### src/rtl/cdb_arbiter_pkg.sv
// Shared types for the common data bus arbiter: FU result payload, CDB slot
// format, slot count and functional-unit indices.
package cdb_arbiter_pkg;

    localparam int NUM_CDB_PORTS = 2;
    localparam int PREG_W        = 6;
    localparam int DATA_W        = 32;
    localparam int ROB_IDX_W     = 6;

    localparam int FU_ALU0 = 0;
    localparam int FU_ALU1 = 1;
    localparam int FU_MUL  = 2;
    localparam int FU_DIV  = 3;
    localparam int FU_LSU  = 4;

    typedef struct packed {
        logic [PREG_W-1:0]    preg;
        logic [DATA_W-1:0]    data;
        logic [ROB_IDX_W-1:0] rob_idx;
    } fu_result_t;

    typedef struct packed {
        logic                 valid;
        logic [PREG_W-1:0]    preg;
        logic [DATA_W-1:0]    data;
        logic [ROB_IDX_W-1:0] rob_idx;
    } cdb_t;

    function automatic cdb_t to_cdb(input fu_result_t r);
        cdb_t c;
        c.valid   = 1'b1;
        c.preg    = r.preg;
        c.data    = r.data;
        c.rob_idx = r.rob_idx;
        return c;
    endfunction

endpackage

### src/rtl/cdb_arbiter_if.sv
// FU-side handshake and CDB broadcast bundle; the arbiter is the slave,
// the FU/consumer side is the master.
interface cdb_arbiter_if #(parameter int NUM_FU = 5) ();
    import cdb_arbiter_pkg::*;

    logic                flush;
    logic [NUM_FU-1:0]   fu_valid;
    fu_result_t          fu_result [NUM_FU];
    logic [NUM_FU-1:0]   fu_ready;
    cdb_t                cdb [NUM_CDB_PORTS];

    modport master (
        output flush,
        output fu_valid,
        output fu_result,
        input  fu_ready,
        input  cdb
    );

    modport slave (
        input  flush,
        input  fu_valid,
        input  fu_result,
        output fu_ready,
        output cdb
    );
endinterface

### src/rtl/cdb_result_fifo.sv
// Per-FU result buffer. Pointers carry one extra bit; storage is indexed by the
// low bits so wrap-around is mod DEPTH. Flush empties the buffer and drops a push.
module cdb_result_fifo
    import cdb_arbiter_pkg::*;
#(
    parameter int DEPTH = 2
) (
    input  logic                       clk,
    input  logic                       rst,
    input  logic                       i_flush,
    input  logic                       i_push,
    input  fu_result_t                 i_data,
    input  logic                       i_pop,
    output fu_result_t                 o_head,
    output logic [$clog2(DEPTH):0]     o_count
);
    localparam int AW = $clog2(DEPTH);
    localparam int CW = AW + 1;

    fu_result_t      r_mem [DEPTH];
    logic [CW-1:0]   r_wr_ptr;
    logic [CW-1:0]   r_rd_ptr;
    logic [CW-1:0]   r_count;
    logic            w_push;
    logic            w_pop;

    assign w_push = i_push && (r_count != CW'(DEPTH));
    assign w_pop  = i_pop && (r_count != '0);

    always_ff @(posedge clk or posedge rst) begin
        if (rst) begin
            r_wr_ptr <= '0;
            r_rd_ptr <= '0;
            r_count  <= '0;
        end else if (i_flush) begin
            r_wr_ptr <= '0;
            r_rd_ptr <= '0;
            r_count  <= '0;
        end else begin
            if (w_push) r_wr_ptr <= r_wr_ptr + 1'b1;
            if (w_pop)  r_rd_ptr <= r_rd_ptr + 1'b1;
            case ({w_push, w_pop})
                2'b10:   r_count <= r_count + 1'b1;
                2'b01:   r_count <= r_count - 1'b1;
                default: r_count <= r_count;
            endcase
        end
    end

    // Payload storage needs no reset; occupancy is tracked by r_count alone.
    always_ff @(posedge clk) begin
        if (w_push && !i_flush) r_mem[r_wr_ptr[AW-1:0]] <= i_data;
    end

    assign o_head  = r_mem[r_rd_ptr[AW-1:0]];
    assign o_count = r_count;

endmodule

### src/rtl/cdb_arbiter.sv
// Round-robin CDB arbiter: grants up to NUM_CDB_PORTS FU buffer heads per cycle
// into registered CDB slots. Define CDB_ARB_BYPASS_EN to let an empty buffer's push go straight to the CDB.
module cdb_arbiter
    import cdb_arbiter_pkg::*;
#(
    parameter int NUM_FU    = 5,
    parameter int BUF_DEPTH = 2
) (
    input  logic           clk,
    input  logic           rst,
    cdb_arbiter_if.slave   bus
);
    localparam int PW = $clog2(NUM_FU);
    localparam int CW = $clog2(BUF_DEPTH) + 1;

    logic [PW-1:0]              r_rr_ptr;
    cdb_t                       r_cdb [NUM_CDB_PORTS];

    fu_result_t                 w_head [NUM_FU];
    logic [CW-1:0]              w_count [NUM_FU];
    logic [NUM_FU-1:0]          w_empty;
    logic [NUM_FU-1:0]          w_full;
    logic [NUM_FU-1:0]          w_xfer;
    logic [NUM_FU-1:0]          w_elig;
    logic [NUM_FU-1:0]          w_grant;
    logic [NUM_FU-1:0]          w_bypass;
    logic [NUM_FU-1:0]          w_push;
    logic [NUM_FU-1:0]          w_pop;
    logic [NUM_CDB_PORTS-1:0]   w_slot_vld;
    logic [PW-1:0]              w_slot_src [NUM_CDB_PORTS];
    fu_result_t                 w_slot_res [NUM_CDB_PORTS];
    logic [PW-1:0]              w_last;

    for (genvar i = 0; i < NUM_FU; i++) begin : g_fu
        assign w_empty[i] = (w_count[i] == '0);
        assign w_full[i]  = (w_count[i] == CW'(BUF_DEPTH));

        cdb_result_fifo #(.DEPTH(BUF_DEPTH)) u_fifo (
            .clk     (clk),
            .rst     (rst),
            .i_flush (bus.flush),
            .i_push  (w_push[i]),
            .i_data  (bus.fu_result[i]),
            .i_pop   (w_pop[i]),
            .o_head  (w_head[i]),
            .o_count (w_count[i])
        );
    end

    assign bus.fu_ready = ~w_full;
    assign w_xfer       = bus.fu_valid & ~w_full;

`ifdef CDB_ARB_BYPASS_EN
    assign w_elig = ~w_empty | w_xfer;
`else
    assign w_elig = ~w_empty;
`endif

    // A grant on an empty buffer can only come from the bypass path.
    assign w_bypass = w_grant & w_empty;
    assign w_push   = w_xfer & ~w_bypass;
    assign w_pop    = w_grant & ~w_empty;

    always_comb begin
        logic [PW:0] sum;
        logic        placed;
        w_grant    = '0;
        w_slot_vld = '0;
        w_last     = '0;
        sum        = '0;
        placed     = 1'b0;
        for (int s = 0; s < NUM_CDB_PORTS; s++) w_slot_src[s] = '0;
        for (int k = 0; k < NUM_FU; k++) begin
            sum = {1'b0, r_rr_ptr} + (PW+1)'(k);
            if (sum >= (PW+1)'(NUM_FU)) sum = sum - (PW+1)'(NUM_FU);
            if (w_elig[sum[PW-1:0]] && !(&w_slot_vld)) begin
                w_grant[sum[PW-1:0]] = 1'b1;
                w_last               = sum[PW-1:0];
                placed               = 1'b0;
                for (int s = 0; s < NUM_CDB_PORTS; s++) begin
                    if (!placed && !w_slot_vld[s]) begin
                        w_slot_vld[s] = 1'b1;
                        w_slot_src[s] = sum[PW-1:0];
                        placed        = 1'b1;
                    end
                end
            end
        end
    end

    always_comb begin
        for (int s = 0; s < NUM_CDB_PORTS; s++) begin
`ifdef CDB_ARB_BYPASS_EN
            w_slot_res[s] = w_empty[w_slot_src[s]] ? bus.fu_result[w_slot_src[s]]
                                                   : w_head[w_slot_src[s]];
`else
            w_slot_res[s] = w_head[w_slot_src[s]];
`endif
        end
    end

    always_ff @(posedge clk or posedge rst) begin
        if (rst) begin
            r_rr_ptr <= '0;
            for (int s = 0; s < NUM_CDB_PORTS; s++) r_cdb[s] <= '0;
        end else if (bus.flush) begin
            for (int s = 0; s < NUM_CDB_PORTS; s++) r_cdb[s] <= '0;
        end else begin
            for (int s = 0; s < NUM_CDB_PORTS; s++) begin
                r_cdb[s] <= w_slot_vld[s] ? to_cdb(w_slot_res[s]) : '0;
            end
            if (|w_grant) begin
                r_rr_ptr <= (w_last == PW'(NUM_FU - 1)) ? '0 : w_last + 1'b1;
            end
        end
    end

    for (genvar s = 0; s < NUM_CDB_PORTS; s++) begin : g_cdb
        assign bus.cdb[s] = r_cdb[s];
    end

endmodule

### src/flat_wrapper.sv
// flat-port wrapper written by rule: the top's interface ports become plain ports
module cdb_arbiter_flat import cdb_arbiter_pkg::*;
#(
    parameter int NUM_FU    = 5,
    parameter int BUF_DEPTH = 2
)
  (clk, rst, bus_flush, bus_fu_valid, bus_fu_result, bus_fu_ready, bus_cdb);
  cdb_arbiter_if #(.NUM_FU(NUM_FU)) bus_i ();
  input  logic clk;
  input  logic rst;
  input wire logic [$bits(bus_i.flush)-1:0] bus_flush;
  input wire logic [$bits(bus_i.fu_valid)-1:0] bus_fu_valid;
  input wire logic [$bits(bus_i.fu_result)-1:0] bus_fu_result;
  output wire logic [$bits(bus_i.fu_ready)-1:0] bus_fu_ready;
  output wire logic [$bits(bus_i.cdb)-1:0] bus_cdb;
  assign bus_i.flush = bus_flush;
  assign bus_i.fu_valid = bus_fu_valid;
  assign bus_i.fu_result = {>>{bus_fu_result}};
  assign bus_fu_ready = bus_i.fu_ready;
  assign bus_cdb = {>>{bus_i.cdb}};
  cdb_arbiter #(.NUM_FU(NUM_FU), .BUF_DEPTH(BUF_DEPTH)) u_core (.clk(clk), .rst(rst), .bus(bus_i));
endmodule
### config.mk
export PLATFORM = sky130hd
export DESIGN_NAME = cdb_arbiter_flat
export DESIGN_NICKNAME = d
export VERILOG_FILES = /design/src/rtl/cdb_arbiter_pkg.sv /design/src/rtl/cdb_arbiter_if.sv /design/src/rtl/cdb_result_fifo.sv /design/src/rtl/cdb_arbiter.sv /design/src/flat_wrapper.sv
export SDC_FILE = /design/constraint.sdc
export NUM_CORES = 1
export LEC_CHECK = 0
export CORE_MARGIN = 1.5
export CORE_UTILIZATION = 50
export CTS_CLUSTER_SIZE = 12
export DETAILED_ROUTE_END_ITERATION = 12
export PLACE_DENSITY = 0.75
export SKIP_LAST_GASP = 1
export SLEW_MARGIN = 30
export SYNTH_ARGS = -nofsm -noshare
export SYNTH_HDL_FRONTEND = slang
export SYNTH_SLANG_ARGS = --single-unit
### constraint.sdc
create_clock -name clk -period 4.55 [get_ports clk]
set_clock_uncertainty 0.05 [all_clocks]
set_input_delay 0.455 -clock clk [delete_from_list [all_inputs] [get_ports clk]]
set_output_delay 0.455 -clock clk [all_outputs]
set_load 0.02 [all_outputs]
Figure 1. Signal wires on met4.
Supply wires on this layer in gray.
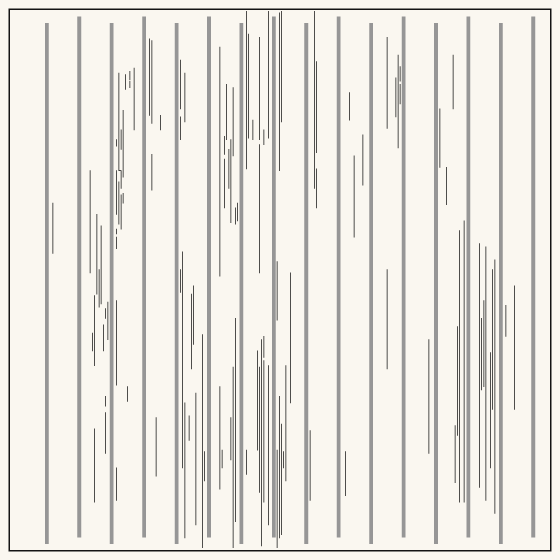
main direction: vertical
nets with wire on the layer: 70
share of all routed wire: 4.9%
wire length on this layer: 3860 µm

Figure 2. M2 wires.
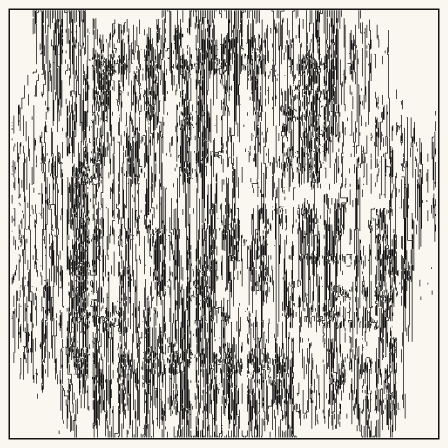
wire length on this layer: 37.4 mm
main direction: vertical
nets with wire on the layer: 2102

==> flow_metrics.py <==
# Auto-generated metrics
metrics = {
    "floorplan": {
        "dieWidth_um": 226,
        "initial_core_util": 0.508,
        "die_height_um": 226,
        "design.core.area_mm2": 0.0490,
        "boundaryPins": 323,
        "dieArea_mm2": 0.0511,
        "placementRows": 81,
        "taps": 664,
    },
    "clocking": {
        "htree_levels": 2,
        "clkSlewWorstSetupHoldPaths_ps": 60,
        "cts_tree": "built",
        "cts.hold.buffers_added": 0,
        "cts_num_sinks": 553,
        "cts.root.buffer_cell": "sky130_fd_sc_hd__clkbuf_16",
        "clockBufferDepth": 3,
    },
    "timing": {
        "setup_viol_count_final": 0,
        "timing_worst_slew_pin_value_ps": 1000,
        "rsz0062_at_grt": "true",
        "whs_ps": 364,
        "setup_total_negative_slack_ps": 0,
        "final_critical_path_setup_slack_ps": 66.2,
        "final-max-slew-violation-count": 0,
        "worst_slew_margin_relative_to_its_limit": 0.330,
        "post-route-period-util": 0.985,
        "highest_clock_rate_ghz": 0.223,
        "finalHoldViolations": 0,
        "post-route-min-period_ps": 4480,
    },
    "finish": {
        "logic_area_mm2": 0.00848,
        "comb_area_share": 0.267,
        "seq_area_frac": 0.506,
        "clock_cell_area_share": 0.0545,
        "fillCellCount": 3505,
        "postLayoutCoreUtil": 0.649,
        "logic_gate_count": 983,
        "buffers_excl_clock": 457,
        "area_dominant_class": "flip-flops and latches",
        "lay_top_count": "sky130_fd_sc_hd__edfxtp_1",
        "diodes": 12,
        "final-seq-area_mm2": 0.0161,
        "area_share_nonclk_buffers": 0.143,
        "p_r_area_growth_vs_syn_pct": 27.7,
        "layout-drive-gt1-share": 0.179,
        "layout.non_clock_inverters": 16,
        "final_nets": 2309,
        "lay_top_cells": "sky130_fd_sc_hd__edfxtp_1, sky130_fd_sc_hd__clkdlybuf4s50_1, sky130_fd_sc_hd__mux2i_1, sky130_fd_sc_hd__o211ai_1, sky130_fd_sc_hd__buf_4",
    },
    "outcome": {
        "outcome": "completed",
    },
    "setup_path": {
        "critPathArrivalTime_ps": 4900,
        "critical_path_depth": 15,
        "crit_buf_inv": 4,
        "worstSetupEndpoint": "u_core.bus.cdb[62]",
        "reg2reg_depth": 15,
        "timing.rr.start": "u_core.r_rr_ptr[1]",
        "timing.critical_path.cells": "clkinvlp_4 -> ha_1 -> ha_1 -> buf_4 -> a2111o_1 -> a21oi_1 -> nor2_1 -> nor3_1 -> a222oi_1 -> o21ai_4 -> buf_12 -> buf_12 -> mux2_1 -> o22ai_1 -> a211oi_1",
        "destination_of_the_worst_register_to_register_timing_path": "u_core.bus.cdb[62]",
        "criticalPathCategory": "flop to flop",
        "worst_setup_path_start_kind": "flop",
        "cp_max_fo": 26,
        "worstPathRequired_ps": 4960,
        "critPathSlowestCell": "sky130_fd_sc_hd__nor3_1",
        "setup.reg_to_reg.worst_slack_ps": 70,
        "cpLargestDelayFamily": "AND-OR/OR-AND gates",
        "largest_incremental_delay_on_the_critical_path_ps": 490,
        "cp-end-kind": "flop",
        "critPathLaunch": "u_core.r_rr_ptr[1]",
    },
    "global_route": {
        "grt_start_max_net_pins": 90,
        "gr-usage-met1": 0.406,
        "grt_util_all_layers": 0.308,
        "first_pass_grt_wire_length_mm": 114,
        "gr-usage-met3": 0.0567,
        "grt_util_met2": 0.488,
        "antenna_found_initial": 12,
        "grt-busiest-layer": "met2",
        "overflow": 0,
        "grt_pass1_vias": 18300,
    },
    "synth": {
        "synth.area.top_cells": "sky130_fd_sc_hd__edfxtp_1, sky130_fd_sc_hd__dfrtp_1, sky130_fd_sc_hd__mux2i_1, sky130_fd_sc_hd__o211ai_1, sky130_fd_sc_hd__mux2_2",
        "enable_flop_cells": 440,
        "syn_area_per_cell_um2": 14.8,
        "ys_ff": 553,
        "yosysWarnings": 0,
        "synth_top_flop_cell": "sky130_fd_sc_hd__edfxtp_1",
        "synthesis.instances": 1683,
        "yosys.area.top_type_share": 0.532,
        "ys_cells": 1683,
        "syn-num-nets": 1925,
        "yosys.cell_count.top_type": "sky130_fd_sc_hd__edfxtp_1",
        "ys_top_cells_by_count": "sky130_fd_sc_hd__edfxtp_1, sky130_fd_sc_hd__mux2i_1, sky130_fd_sc_hd__o211ai_1, sky130_fd_sc_hd__dfrtp_1, sky130_fd_sc_hd__mux2_2",
        "yosysUniqueCellTypes": 84,
        "synthArstFlopShare": 0.204,
        "yosys.area.top_type": "sky130_fd_sc_hd__edfxtp_1",
        "ys_seq_share": 0.645,
        "synth_chip_area_mm2": 0.0249,
        "netlist_area_mm2": 0.0249,
    },
    "placed_design": {
        "place_hpwl_mm": 50.8,
        "post_place_setup_slack_ps": -23.8,
        "gpl.final_weighted_congestion": 0.910,
        "placement.io_buffers": 322,
    },
    "drt": {
        "highest-signal-layer": "met5",
        "route.detailed.wl_per_inst_um": 28.5,
        "met3_wirelength_mm": 6.50,
        "iteration_0_drc_markers": 1789,
        "detail_route.vias_per_cell": 6.42,
        "drc": 0,
        "dr.pass1.iters": 5,
        "met1Wirelength_mm": 31.6,
        "drt_wl_total_mm": 79.5,
        "detail-route-antenna-nets": 0,
        "vias": 17900,
        "met2WireLength_mm": 37.4,
    },
    "worst_hold_path": {
        "min_path_type": "primary input to asynchronous set/reset pin",
    },
    "run": {
        "tool_warnings": 36,
        "drv.max_cap_violation_count": 0,
    },
}
Figure 3. The metal 3 layer.
Bar = 50 µm. Cells faint in the background.
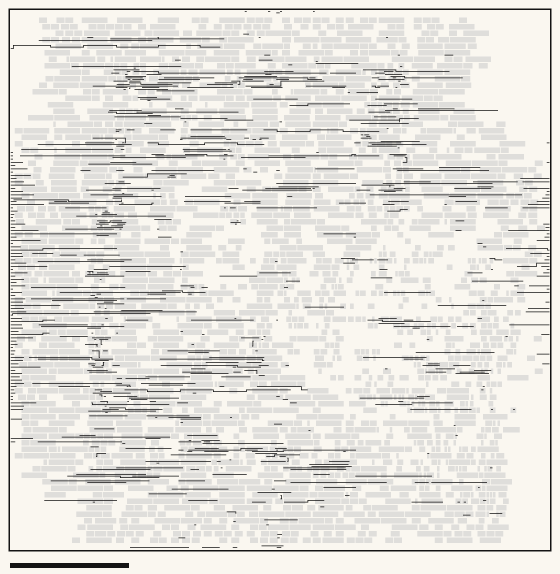
nets with wire on the layer: 333
main direction: horizontal
share of all routed wire: 8.2%
longest straight run: 70.2 µm
wire length on this layer: 6500 µm

Figure 4. The clock network.
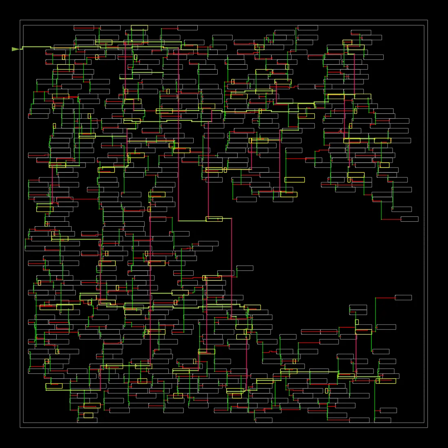
Clock Latency Late Sink: 610 ps
Flop Count: 553
Inserted Clock Buffers: 56
number of clock buffer instances in the layout: 92

-- registers in the layout (all words and copies together) (netlist names) --
name	cells
u_core.g_fu.u_fifo.r_mem	440
u_core.bus.cdb	90
u_core.r_rr_ptr	3
u_core.g_fu.u_fifo.r_wr_ptr	5
u_core.g_fu.u_fifo.r_rd_ptr	5
u_core.g_fu.u_fifo.o_count	10
-- cell families (layout without fill, tap and decap cells) --
kind of cell,Yosys count,in the layout,synth area share
XOR/XNOR,21,21,0.00740
adder cells (fa/ha/maj),15,15,0.00775
AND/OR/NAND/NOR,169,169,0.0361
multiplexers,336,336,0.143
other,0,12,0
AND-OR/OR-AND,442,442,0.136
flip-flops,553,553,0.645
buffers and inverters,147,576,0.0248
-- timing repair --
action | CTS | global route
setup buffers | 2 | 13
gates resized | 2 | 36
gates cloned | 0 | 2
pin swaps | 2 | 12
endpoints found under the setup margin | 6 | 101
-- per-stage QoR --
stage                     cell area [µm²]  cells
after floorplan                     24900   1683
after global placement              29600   2654
after detailed placement            29700   2655
after CTS                           31400   2760
after global routing                31700   2784
final                               31800   2788
